==> config.mk <==
export PLATFORM = sky130hd
export DESIGN_NAME = motor_pwm_gen_flat
export DESIGN_NICKNAME = d
export VERILOG_FILES = /design/src/rtl/motor_pkg.sv /design/src/rtl/motor_pwm_gen_if.sv /design/src/rtl/duty_ramp.sv /design/src/rtl/motor_pwm_gen.sv /design/src/flat_wrapper.sv
export SDC_FILE = /design/constraint.sdc
export NUM_CORES = 1
export LEC_CHECK = 0
export CAP_MARGIN = 20
export CORE_MARGIN = 2
export CORE_UTILIZATION = 30
export CTS_CLUSTER_SIZE = 20
export DETAILED_ROUTE_END_ITERATION = 12
export MAX_ROUTING_LAYER = met4
export PLACE_DENSITY = 0.46
export SYNTH_ARGS = -nofsm -noshare
export SYNTH_HDL_FRONTEND = slang
export SYNTH_SLANG_ARGS = --single-unit
==> constraint.sdc <==
create_clock -name clk -period 9.5 [get_ports clk]
set_input_delay 1.9 -clock clk [delete_from_list [all_inputs] [get_ports clk]]
set_output_delay 1.9 -clock clk [all_outputs]
set_load 0.01 [all_outputs]
Fig. 1: metal layers overlaid
Two of the layers only.
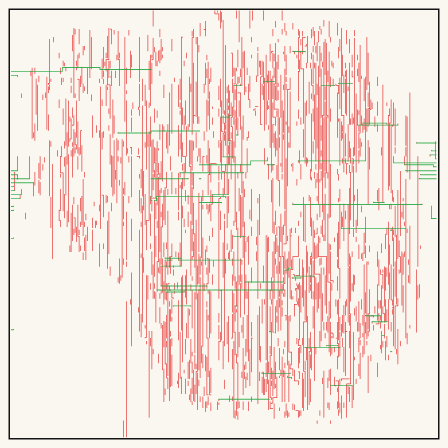
metal 2 -> red  # wire length 10100 um
metal 3 -> green  # wire length 616 um
Post-Route WL: 22400 um
post-DR wirelength/cell: 17.5 um

Fig. 2: M4 wires
Supply wires on this layer in grey.
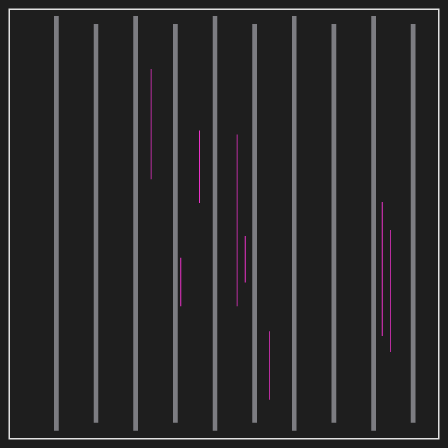
share of all routed wire = 1.2%
longest straight run = 58.5 um
main direction = vertical
nets with wire on the layer = 8
wire length on this layer = 263 um
via count: 6472

Fig. 3: M1 wires
Supply wires on this layer in grey.
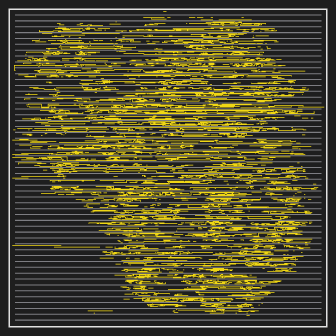
share of all routed wire = 51%
longest straight run = 74.1 um
main direction = horizontal
met1 Use GR: 30.8%

==> flow_summary.toml <==
# flow metrics
[detailed_routing]
postRouteAntennaNets = 0
vias_per_cell = 5.06
drcViolationCount = 0
drt_iter0_markers = 357
firstDrtPassIters = 5

[setup_path]
r2r_setup_slack_ns = 1.94
worstPathRequired_ns = 9.72
cpMaxStageDelayCell = "or4_4"
path_class = "primary input to register"
reg2reg_depth = 37
critPathMaxFanout = 7
crit_family = "simple AND/OR/NAND/NOR gates"
cp_num_buf_inv = 10
critical_path.endpoint_type = "register"
cp.arrival_ns = 9.39
cpPeakStageDelay_ns = 0.57
crit_path_start_kind = "primary input"
crit_cells = 40

[final_timing]
slew-limit-headroom_pct = 40.2
skew_ns = 0.0101
period_used_pct = 96.5
period_minus_slack_ns = 9.17
fmax_mhz = 109
slew_violations = 0
hold_slack_ns = 0.503
worst_slew_pin_slew_ns = 0.897
setup_viol = 0
hold_viol_final = 0

[floorplanning]
initial_core_util_pct = 30.3
die-area_mm2 = 0.0215
fp.dieW_um = 146
die_y_um = 146
core_mm2 = 0.0201
ios = 36
fp-row-count = 52

[final_layout]
antennaDiodeCount = 0
area_delta_synth_final_pct = 42.6
layout-drive-gt1-share_pct = 31.7
lay_top_cells = "200 x buf_4, 66 x ha_1, 62 x nor2_1"
nNetsFinal = 1106
combGateArea_mm2 = 0.00514
regArea_um2 = 926
fillers = 2066
lay_top_count = "buf_4"

[global_route]
grt_pass1_vias = 6184
grt_max_degree = 38
grt_pass1_wl_um = 35400
grt.total_usage_pct = 21.4
gr-total-overflow = 0
antenna_found_initial = 0

[yosys]
xor_area_share_pct = 6.02
compound_area_share_pct = 28.0
ys_sh_simple_pct = 23.5
synthArstFlopShare_pct = 100
ff_type = "dfrtp_1"
synth_seq_share_pct = 15.2
syn-cell-area_mm2 = 0.00609
syn-mean-instance-area_um2 = 7.65
ys.flops = 37
top_logic_kind = "AND-OR/OR-AND gates"
edf_count = 0
adder_share_pct = 16.9
yosys.area.top_type_share_pct = 15.6
ys_sh_mux_pct = 2.03
yosysWarnings = 0
largest_area_cell = "ha_1"
ys_area_mm2 = 0.00609
area_leaders = "ha_1 16%, dfrtp_1 15%, o21ai_0 4.6%, a21oi_1 4.4%, nor2_1 3.9%"
syn_inst = 796
ys_cells = 796
synth_cell_types = 83

[pwr]
power.leakage_nw = 4.04
ir_drop_mv = 0.0632
p_per_area_mw_per_mm2 = 85.2
power_mw = 0.740

[placement]
io_buffers = 35
hpwl_um = 18300
place.gp.congestion = 0.917

[clocking]
clk_latency_ns = 0.29
clockBufferDepth = 2
cts-root-buf = "clkbuf_16"
clock-sinks = 37
path_clk_slew_ns = 0.06
cts_made_buffers = 5
cts_tree = "built"
htreeDepth = 2

[min_path]
hp-class = "register to register"
worstHoldPathCells = 1

[flow_run]
maxCapViolCount = 0
warning_count = 56

[run_status]
outcome = "completed"
==> layer usage <==
layer  vias up  track usage, %  wire length [um]
met3        18            1.78               615
li1       3282               -                 -
met4         0            2.82               262
met2       116            33.6             10100
met1      3056            30.8             11400
met5         -               -                 0
==> layout make-up <==
type / count / area share (%)
clock buffers: 5 / 1.44
clock inverters: 3 / 0.245
inverters: 59 / 2.58
multi-input cells: 664 / 59.2
flip-flops and latches: 37 / 10.7
well taps: 270 / 3.89
repair buffers: 241 / 22.0
==> where the power goes <==
group	leakage, nW	internal (mW)	switching (mW)	total [mW]
clock network	0.0702	0.0977	0.0717	0.169
logic	3.52	0.194	0.206	0.400
registers	0.445	0.161	0.0100	0.171
total	4.04	0.452	0.288	0.740
==> what timing repair did <==
action	in CTS	in global routing
setup endpoints to repair	7	12
cloned	0	0
pin swaps	36	42
endpoints found under the hold margin	0	0
gates resized	50	73
hold buffers	0	0
setup buffers	10	10
==> logic make-up (layout without fill, tap and decap cells) <==
| group | after synthesis | in the layout |
|---|---|---|
| compound gates | 245 | 245 |
| simple gates | 270 | 270 |
| xor+xnor | 41 | 41 |
| buf+inv | 109 | 308 |
| other cells | 2 | 16 |
| mux | 12 | 12 |
| fa+ha+maj | 80 | 80 |
| flops | 37 | 37 |
==> stage by stage <==
stage	util (%)	TNS, ns	worst slack, ns	std cells	cell area, um2
after floorplan	-	0	0.567	810	6140
after global placement	39.6	-2.58	-0.593	1254	7970
after detailed placement	39.6	-3.77	-0.650	1254	7970
after CTS	41.4	0	0.00857	1272	8330
after global routing	43.2	-0.0644	-0.0290	1279	8680
final	43.2	0	0.333	1279	8680
==> Yosys cell counts (all sizes together), types with 8 or more instances <==
library cell	instances
nor2	65
o21ai	60
nand4	18
a221oi	10
a21oi	53
nor4	14
xnor2	25
mux2i	9
ha	76
a211oi	8
a21o	28
or3	14
clkbuf	19
xor2	16
inv	59
o211ai	10
nand2	58
dfrtp	37
nor2b	16
nand3	17
a31oi	8
nand2b	10
o21a	11
nor3	22
and3	9
buf	31
or2	8
Power figures rest on the tool's default switching activity, not on a simulated workload.
